**Run 1: where the registers sit**

Scale bar: 20 microns. Other sequential cells in the stronger grey, the rest of the logic in the fainter grey.
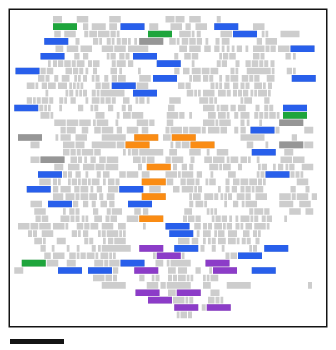
**Run 1: the metal 4 layer**

Scale bar: 20 microns.
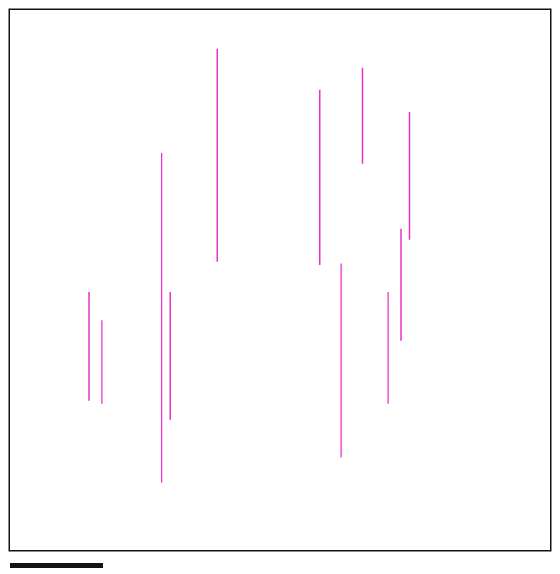
**Run 1: routing congestion**

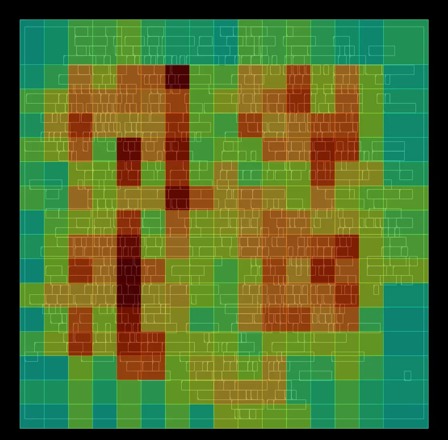
**Run 1: selected gate families**

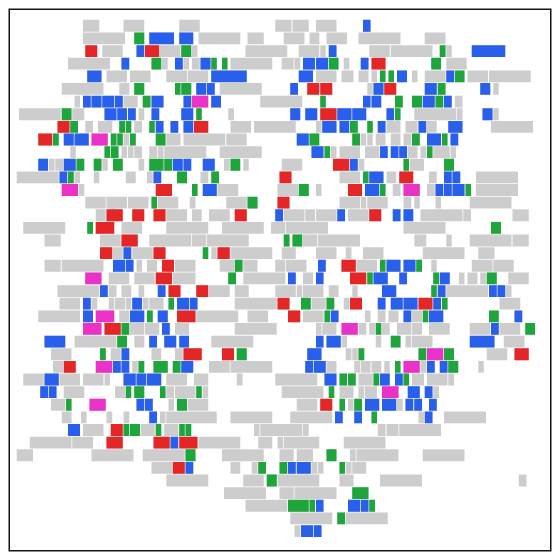
**config.mk**
```make
export PLATFORM = sky130hd
export DESIGN_NAME = led_fade_pwm
export DESIGN_NICKNAME = d
export VERILOG_FILES = /design/src/rtl/led_fade_pwm.sv
export SDC_FILE = /design/constraint.sdc
export NUM_CORES = 1
export LEC_CHECK = 0
export CAP_MARGIN = 10
export CORE_UTILIZATION = 45
export DETAILED_ROUTE_END_ITERATION = 8
export PLACE_DENSITY = 0.64
export SYNTH_ARGS = -nofsm -noshare
export SYNTH_HDL_FRONTEND = slang
export SYNTH_SLANG_ARGS = --single-unit
```
**constraint.sdc**
```tcl
create_clock -name clk -period 4.3 [get_ports clk]
set_input_delay 0.43 -clock clk [delete_from_list [all_inputs] [get_ports clk]]
set_output_delay 0.43 -clock clk [all_outputs]
set_load 0.005 [all_outputs]
```
**src/rtl/led_fade_pwm.sv**
```systemverilog
// ---------------------------------------------------------------------------
// led_fade_pwm
//   Four-channel LED driver that fades each channel toward its on/off target
//   with a PWM duty ramp instead of switching it hard.
//
//   Parameters
//     PWM_BITS  : duty / PWM counter width, full scale FS = 2^PWM_BITS-1
//     STEP_CYC  : clock cycles between fade steps (1 .. 2^20)
//     FADE_STEP : duty change applied per fade step (1 .. FS)
//
//   Ports
//     clk      : system clock, all state on rising edge
//     rst_n    : asynchronous active-low reset
//     led_on   : [3:0] target pattern from the upstream water-light stage
//     fade_en  : 1 = ramp duty gradually, 0 = snap duty to target
//     led_out  : [3:0] registered PWM pins, 1 = lit
//     busy     : registered, 1 while any channel duty differs from target
// ---------------------------------------------------------------------------

// Per-channel duty ramp and PWM output stage.
//   tgt      : registered target bit (1 = full scale, 0 = off)
//   tick     : fade step strobe shared by all channels
//   pwm_cnt  : shared free-running PWM phase
//   duty     : current duty level
//   led_out  : registered PWM pin
//   mismatch : combinational duty != target, feeds the shared busy flag
module led_fade_lane #(
    parameter int PWM_BITS  = 8,
    parameter int FADE_STEP = 5
) (
    input  logic                clk,
    input  logic                rst_n,
    input  logic                tgt,
    input  logic                fade_en,
    input  logic                tick,
    input  logic [PWM_BITS-1:0] pwm_cnt,
    output logic [PWM_BITS-1:0] duty,
    output logic                led_out,
    output logic                mismatch
);
    localparam logic [PWM_BITS-1:0] FS     = {PWM_BITS{1'b1}};
    localparam logic [PWM_BITS:0]   STEP_W = (PWM_BITS+1)'(FADE_STEP);

    logic [PWM_BITS-1:0] target;
    logic [PWM_BITS-1:0] duty_nxt;
    logic [PWM_BITS:0]   up_w;
    logic [PWM_BITS:0]   dn_w;

    always_comb begin
        target   = tgt ? FS : '0;
        // One extra bit so the step can never wrap: carry out of up_w means
        // overshoot past FS, borrow into the top bit of dn_w means below 0.
        up_w     = {1'b0, duty} + STEP_W;
        dn_w     = {1'b0, duty} - STEP_W;
        duty_nxt = duty;
        if (!fade_en) begin
            duty_nxt = target;
        end else if (tick) begin
            if (duty < target)
                duty_nxt = (up_w > {1'b0, FS}) ? FS : up_w[PWM_BITS-1:0];
            else if (duty > target)
                duty_nxt = dn_w[PWM_BITS] ? '0 : dn_w[PWM_BITS-1:0];
        end
        mismatch = (duty != target);
    end

    always_ff @(posedge clk or negedge rst_n) begin
        if (!rst_n) begin
            duty    <= '0;
            led_out <= 1'b0;
        end else begin
            duty <= duty_nxt;
            // Full scale and zero are forced so the pin is steady at the
            // extremes rather than glitching once per PWM period.
            if (duty == FS)
                led_out <= 1'b1;
            else if (duty == '0)
                led_out <= 1'b0;
            else
                led_out <= (pwm_cnt < duty);
        end
    end
endmodule

module led_fade_pwm #(
    parameter int PWM_BITS  = 8,
    parameter int STEP_CYC  = 1000,
    parameter int FADE_STEP = 5
) (
    input  logic       clk,
    input  logic       rst_n,
    input  logic [3:0] led_on,
    input  logic       fade_en,
    output logic [3:0] led_out,
    output logic       busy
);
    localparam int NUM_LANES = 4;
    localparam int SCW       = (STEP_CYC > 1) ? $clog2(STEP_CYC) : 1;
    localparam logic [SCW-1:0] STEP_LAST = SCW'(STEP_CYC - 1);

    logic [NUM_LANES-1:0]               tgt;
    logic [PWM_BITS-1:0]                pwm_cnt;
    logic [SCW-1:0]                     step_cnt;
    logic                               tick;
    logic [NUM_LANES-1:0][PWM_BITS-1:0] duty;
    logic [NUM_LANES-1:0]               mismatch;

    // With STEP_CYC = 1 step_cnt is pinned at 0 and tick is always high.
    assign tick = (step_cnt == STEP_LAST);

    always_ff @(posedge clk or negedge rst_n) begin
        if (!rst_n) begin
            tgt      <= '0;
            pwm_cnt  <= '0;
            step_cnt <= '0;
            busy     <= 1'b0;
        end else begin
            tgt      <= led_on;
            pwm_cnt  <= pwm_cnt + 1'b1;   // natural wrap FS -> 0
            step_cnt <= tick ? '0 : step_cnt + 1'b1;
            busy     <= |mismatch;
        end
    end

    for (genvar i = 0; i < NUM_LANES; i++) begin : g_lane
        led_fade_lane #(
            .PWM_BITS  (PWM_BITS),
            .FADE_STEP (FADE_STEP)
        ) u_lane (
            .clk      (clk),
            .rst_n    (rst_n),
            .tgt      (tgt[i]),
            .fade_en  (fade_en),
            .tick     (tick),
            .pwm_cnt  (pwm_cnt),
            .duty     (duty[i]),
            .led_out  (led_out[i]),
            .mismatch (mismatch[i])
        );
    end
endmodule

```
==> impl_metrics.toml, run 1 <==
# flow metrics
[status]
status = "completed"

[synthesis]
yosys-stat-area_sq_um = 5877
synth-simple-area-share_pct = 20.69
yosysSeqAreaShare_pct = 25.12
ys.flop_type = "dfrtp_1"
topCellsByArea = "dfrtp_1 (25%), ha_1 (17%), nand2_1 (4.0%)"
top_cell = "ha_1"
synth.net_count = 790
synth_top_area_share_pct = 25.12
yosys_warnings = 0
syn_area_per_cell_sq_um = 8.336

[min_path]
hold_class = "in2async"

[sta]
max_freq_mhz = 347.7
fin_ws_ps = 1424
hold_viol = 0
period_needed_ps = 2876
min_period_over_period_pct = 66.89
relSlewSlack_pct = 49.64
final.setup.tns_ps = 0

[power]
switching_share_pct = 39.42
p_int_uw = 1449
clock_net_power_uw = 727
leakagePower_uw = 0.002930
seq_power_share_pct = 32.3
powerDensity_nw_per_um2 = 378.7

[floorplanning]
die_height_microns = 116.3
coreArea_sq_um = 12670
die_area_sq_um = 13520
die_w_microns = 116.3
row_count = 41

[critical_path]
critPathTopFamily = "AND-OR/OR-AND gates"
cp_data_required_time_ps = 4530
worst-r2r-setup-slack_ps = 1420
critPathCaptureType = "register"
critPathLaunchType = "register"
r2r_end = "g_lane[1].u_lane.duty[7]$_DFFE_PN0P_"
rr_worst_depth = 8
crit_chain = "inv_1 -> ha_1 -> a221oi_1 -> a21oi_1 -> a211oi_2 -> o31ai_1 -> nand2_2 -> mux2_2"
path_class = "reg2reg"
slowest_delay_ps = 660

[route]
routed.top_layer = "met4"
wl_met3_microns = 878
via_per_inst = 6.079
ant_nets = 0
met1_length_mm = 6.994
drt-pass1-iter-count = 5

[placement]
pre_cts_slack_ps = 1453
place_hpwl_mm = 11.06

[final_layout]
logic_area_sq_um = 4026
nFlopsAndLatches = 59
diodes = 0
signal_buffers = 14
nets = 781
largestClassByArea = "combinational gates"
lay_top_cells = "ha_1 (78), nand2_1 (62), dfrtp_1 (59), nor2_1 (46), a21oi_1 (44)"

[clocking]
cts_buffers = 9
cts.reportedPaths.clkPinSlew_ps = 60
ctsHoldBuffers = 0
tritoncts = "done"
clock.latency.late_pin_ps = 340
h-tree-depth = 3

[global_route]
grt_max_degree = 38
antenna_found_initial = 0
grt_pass1_wl_mm = 24.72
overflow = 0

[job]
warnings = 38
max_cap_viol_count = 0
## Picture notes: 'where the registers sit'
step_cnt: marked purple, flops 10, where south. g_lane.u_lane.duty: marked blue, flops 32, where all over the die. pwm_cnt: marked orange, flops 8, where centre. tgt: marked green, flops 4, where all over the die.
Another 5 sequential cells are not coloured.
sequential power: 772 uW
Final Util: 49.86%
Reg area: 1476 sq um
Seq area share: 23.37%

## Picture notes: 'the metal 4 layer'
The wires run mostly vertical. The layer carries 358 microns of wire.
Vias: 5307
WL final: 14.99 mm

## Picture notes: 'routing congestion'
met2 usage: 35.38%
met3 Use GR: 3.944%

## Picture notes: 'selected gate families'
nand cells: marked green, cells 126. mux cells: marked magenta, cells 13. non-inverting ao/oa cells: marked red, cells 48. aoi and oai cells: marked blue, cells 164, where all over the die.
combinational share of cell area: 63.74%
most frequent logic cell in the layout: ha_1
fin cells: 873

[run 1: metrics by stage]
| step | instance area (sq um) | utilization (%) | total power (uW) |
|---|---|---|---|
| 2_1_floorplan | 5877 | - | 1465 |
| 3_3_place_gp | 6022 | 47.53 | 1628 |
| 3_5_place_dp | 6022 | 47.53 | 1652 |
| 4_1_cts | 6317 | 49.86 | 2396 |
| 5_1_grt | 6317 | 49.86 | 2549 |
| 6_report | 6317 | 49.86 | 2393 |
[run 1: sequential cells by signal, indices dropped and copies added (netlist names)]
name and flops:
g_lane.u_lane.led_out 4, step_cnt 10, pwm_cnt 8, g_lane.u_lane.duty 32, busy 1, tgt 4
**Run 1: routed metal, one colour a layer**

Two of the layers only.
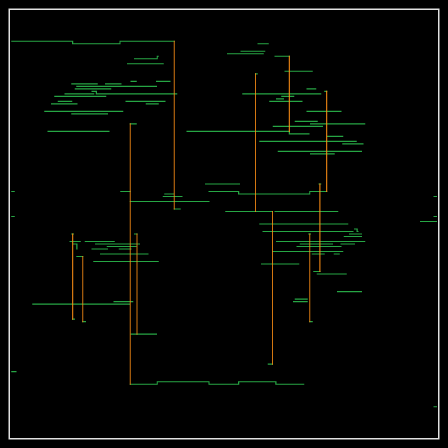

==> run 2, diff against run 1 <==
==> constraint.sdc (replaced) <==
create_clock -name clk -period 2.7 [get_ports clk]
set_input_delay 0.27 -clock clk [delete_from_list [all_inputs] [get_ports clk]]
set_output_delay 0.27 -clock clk [all_outputs]
set_load 0.005 [all_outputs]
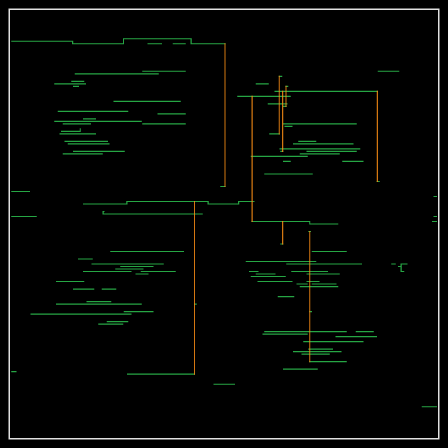
**Above:** run 2 (routed metal, one colour a layer).
Two of the layers only.
M3: marked green, wire length 1010 microns. M4: marked orange, wire length 223 microns.
WL final: 15.70 mm
Vias: 5513

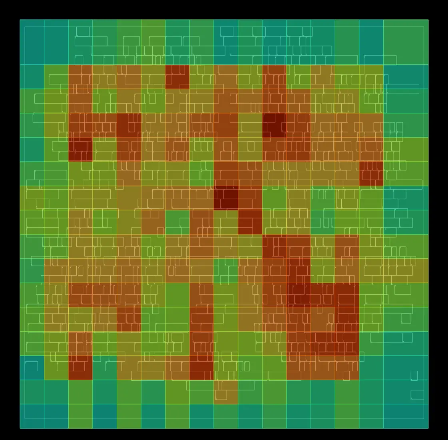
**Above:** run 2 (routing congestion).
met2 usage: 39.29%
met3 Use GR: 4.670%

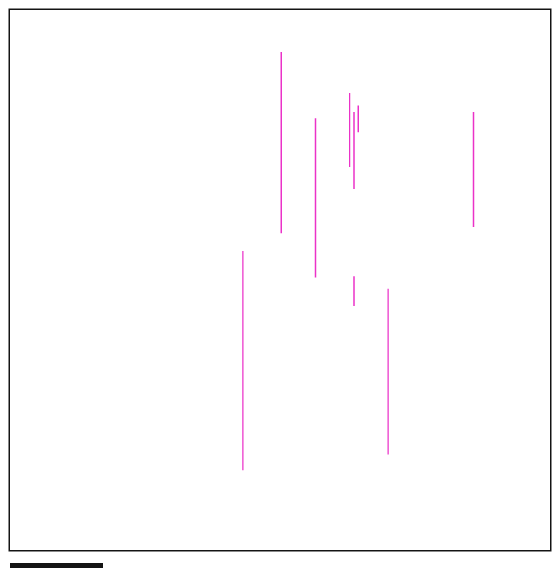
**Above:** run 2 (the metal 4 layer).
Scale bar: 20 microns.
The layer carries 223 microns of wire. The layer holds 1.4% of the routed length. The longest straight run is 46.9 microns.

==> run 2 against run 1 <==
  * Clock power is 72% higher
  * Sequential power rose by 41%
  * Routed wire length rose by 4.8%
  * Hold slack better by 280 ps
  * First-iteration DRC count rose by 12%
  * Global-route usage grew 1.9 points
  * Clock skew up 0.50 ps
  * Maximum frequency increased by 15%
  * Sequential share of layout area shrank 0.93 points
  * Critical path type unchanged
  * Highest routed layer unchanged
==> impl_metrics.toml, run 2 <==
# flow metrics
[status]
status = "completed"

[final_layout]
lay_top_cells = "ha_1 (78), nand2_1 (62), dfrtp_1 (59), nor2_1 (46), a21oi_1 (44)"
seq_area_sq_um = 1476
largest_register_ff_count = 32
largestClassByArea = "combinational gates"
signal_buffers = 44
mostFrequentLayoutCell = "ha_1"
logic_area_sq_um = 4026
sh_comb_area_pct = 61.19
fin_area_sq_um = 6580
nets = 811
reg_top3 = "g_lane.u_lane.duty: 32 flops, step_cnt: 10 flops, pwm_cnt: 8 flops"
diodes = 0
final_cells = 903

[floorplanning]
die_w_microns = 116.3
die_area_sq_um = 13520
die_height_microns = 116.3

[job]
max_cap_viol_count = 0
warnings = 38

[synthesis]
ys.flop_type = "dfrtp_1"
synth-simple-area-share_pct = 20.69
top_cell = "ha_1"
synth_top_area_share_pct = 25.12
syn_area_per_cell_sq_um = 8.336
yosysSeqAreaShare_pct = 25.12
yosys_warnings = 0
yosys-stat-area_sq_um = 5877
topCellsByArea = "dfrtp_1 (25%), ha_1 (17%), nand2_1 (4.0%)"

[sta]
min_period_over_period_pct = 92.95
relSlewSlack_pct = 61.07
max_freq_mhz = 398.5
hold_viol = 0
period_needed_ps = 2510
final.setup.tns_ps = 0

[power]
pg_seq_uw = 1090
p_total_uw = 4021
clock_net_power_uw = 1250
seq_power_share_pct = 27.1
p_int_uw = 2472
powerDensity_nw_per_um2 = 611.0
leakagePower_uw = 0.003079

[clocking]
cts_buffers = 9
tritoncts = "done"
cts.reportedPaths.clkPinSlew_ps = 50
h-tree-depth = 3

[critical_path]
slowest_delay_ps = 510
rr_worst_depth = 8
critPathLaunchType = "register"
crit_chain = "inv_2 -> ha_1 -> a211o_1 -> o2111ai_2 -> nand2_2 -> or4_1 -> a31oi_1 -> o22a_1"
r2r_end = "g_lane[3].u_lane.duty[7]$_DFFE_PN0P_"

[placement]
pre_cts_slack_ps = 119.6
place_hpwl_mm = 11.82

[global_route]
overflow = 0
antenna_found_initial = 0
grt_pass1_wl_mm = 26.28
grt_max_degree = 25

[route]
met1_length_mm = 7.298
wl_met3_mm = 1.009
via_per_inst = 6.105

[min_path]
hold_class = "in2reg"
run 2: cell counts after synthesis:
No cell type changed its count.
run 2: timing repair:
action | 4_1_cts | 5_1_grt
resized | 0 | 1
endpoints found under the setup margin | 0 | 3
hold buffers | 1 | 0
hold endpoints to repair | 22 | 0
run 2: worst register-to-register path, delay by kind of cell (launching register included):
family / cells / cell delay (ps)
compound gates: 4 / 820
fa+ha+maj: 1 / 330
buf+inv: 1 / 130
simple gates: 2 / 740
flops: 1 / 440
run 2: cell families after synthesis:
logic type | count (synthesis)
buf+inv | 81
simple gates | 237
compound gates | 212
mux | 13
xor+xnor | 25
fa+ha+maj | 78
flops | 59
**Run 2: selected gate families**

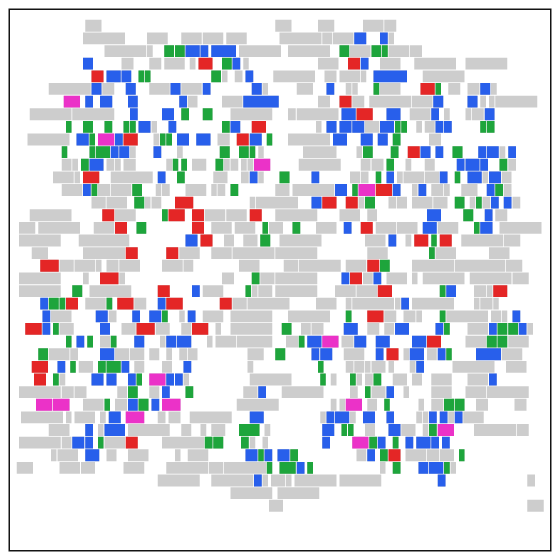

==> run 3, diff against run 2 <==
--- a/config.mk
+++ b/config.mk
@@ -8,7 +8,9 @@
 export CAP_MARGIN = 10
 export CORE_UTILIZATION = 45
 export DETAILED_ROUTE_END_ITERATION = 8
+export GPL_ROUTABILITY_DRIVEN = 0
 export PLACE_DENSITY = 0.64
+export RECOVER_POWER = 100
 export SYNTH_ARGS = -nofsm -noshare
 export SYNTH_HDL_FRONTEND = slang
 export SYNTH_SLANG_ARGS = --single-unit
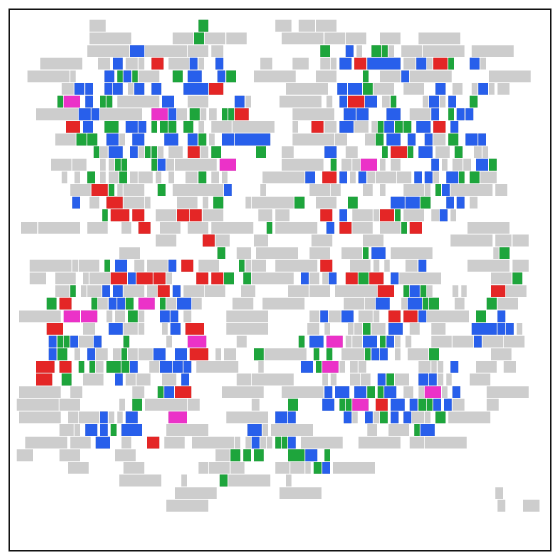
**Above:** run 3 (selected gate families).
mux cells: marked magenta, cells 13. aoi and oai cells: marked blue, cells 164, where all over the die. nand cells: marked green, cells 126. non-inverting ao/oa cells: marked red, cells 48.
combinational share of cell area: 61.92%
fin cells: 897

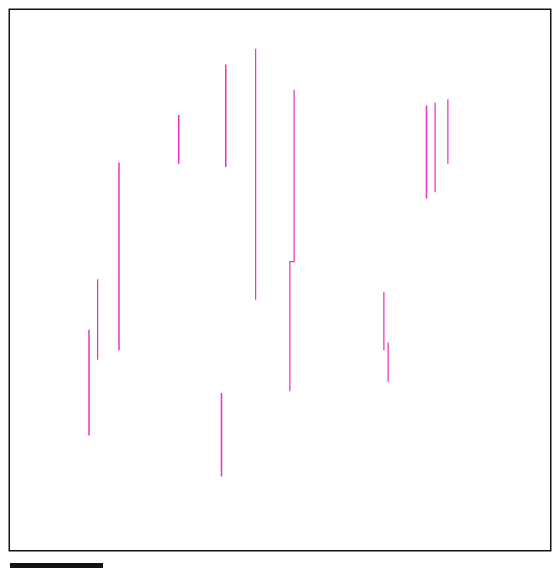
**Above:** run 3 (the metal 4 layer).
Scale bar: 20 microns.
The longest straight run is 53.7 microns. 11 nets have wire on it. The layer holds 2.1% of the routed length. The layer carries 321 microns of wire. The wires run mostly vertical.
Vias: 5448
WL final: 15.46 mm

==> run 3 against run 2 <==
  * Register-to-register slack worse by 60 ps
  * Highest routed layer unchanged
  * The flow now finishes with violations (max-capacitance violations, max-slew violations)
  * Maximum frequency fell by 2.4%
  * Critical path type unchanged
  * Sequential power is essentially flat
  * Combinational power down 3%
  * Critical endpoint unchanged
==> impl_metrics.toml, run 3 <==
# flow metrics
[sta]
relSlewSlack_pct = -2.067
final.setup.tns_ps = 0
maxSlewViolCount = 60
min_period_over_period_pct = 95.19
hold_viol = 0
period_needed_ps = 2570
fin_ws_ps = 129.8
max_freq_mhz = 389.1

[clocking]
h-tree-depth = 3
tritoncts = "done"
cts.reportedPaths.clkPinSlew_ps = 60
clock.latency.late_pin_ps = 340

[status]
status = "finished with violations"
violations = "max-capacitance violations, max-slew violations"

[global_route]
grt_pass1_wl_mm = 25.85
met3_usage_pct = 4.670

[synthesis]
synth-simple-area-share_pct = 20.69
yosys_warnings = 0
ys.flop_type = "dfrtp_1"
topCellsByArea = "dfrtp_1 (25%), ha_1 (17%), nand2_1 (4.0%)"
yosysSeqAreaShare_pct = 25.12
yosys-stat-area_sq_um = 5877
syn_area_per_cell_sq_um = 8.336
top_cell = "ha_1"

[floorplanning]
die_area_sq_um = 13520
coreArea_sq_um = 12670
die_w_microns = 116.3
die_height_microns = 116.3
row_count = 41

[critical_path]
critPathCaptureType = "register"
crit_chain = "inv_2 -> ha_1 -> a211o_1 -> o2111ai_2 -> nand2_2 -> or4_1 -> a31oi_1 -> o22a_1"
worst-r2r-setup-slack_ps = 130
slowest_delay_ps = 540
cp_data_required_time_ps = 2980
path_class = "reg2reg"
rr_worst_depth = 8

[power]
clock_net_power_uw = 1160
leakagePower_uw = 0.003012
p_int_uw = 2380
switching_share_pct = 39.17
powerDensity_nw_per_um2 = 605.4

[final_layout]
largest_register_ff_count = 32
nets = 805
largestClassByArea = "combinational gates"
seq_area_sq_um = 1476
diodes = 0
fin_area_sq_um = 6464
signal_buffers = 38
lay_top_cells = "ha_1 (78), nand2_1 (61), dfrtp_1 (59), nor2_1 (46), a21oi_1 (44)"
top_register = "g_lane.u_lane.duty"
logic_area_sq_um = 4003
nFlopsAndLatches = 59
mostFrequentLayoutCell = "ha_1"

[job]
max_cap_viol_count = 1
warnings = 38

[route]
via_per_inst = 6.074
met1_length_mm = 7.258
drt-pass1-iter-count = 5

[placement]
place_hpwl_mm = 11.20

[min_path]
hold_class = "in2reg"
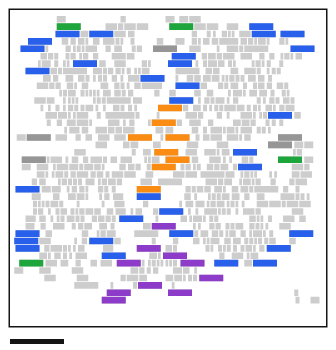
**Above:** run 3 (where the registers sit).
Scale bar: 20 microns. Other sequential cells in the stronger grey, the rest of the logic in the fainter grey.
pwm_cnt: marked orange, flops 8, where centre. step_cnt: marked purple, flops 10, where south. g_lane.u_lane.duty: marked blue, flops 32, where all over the die. tgt: marked green, flops 4, where all over the die.
Seq area share: 22.84%
sequential power: 1120 uW
Final Util: 51.01%

==> run 3: cell count changes in the layout (fill, tap and decap cells not counted), moves of 3 or more <==
cell / change
buf_4: -7
clkinvlp_4: -3
clkbuf_1: +5
clkdlybuf4s50_1: -9
dlygate4sd3_1: +9
==> run 3: stage by stage <==
stage | instances | total power [uW] | hold slack (ps)
after floorplan | 705 | 2333 | -25.59
after global placement | 880 | 2681 | 307.4
after detailed placement | 880 | 2723 | 305.5
after CTS | 897 | 3916 | 357.8
after global routing | 897 | 4170 | 485.8
final | 897 | 3913 | 484.3
==> run 3: repair_timing <==
| item | in CTS | in global routing |
|---|---|---|
| endpoints found under the hold margin | 59 | 0 |
| hold buffers | 1 | 0 |
| setup endpoints to repair | 0 | 2 |
| gates resized | 0 | 2 |
Power and IR drop assume default switching activity.
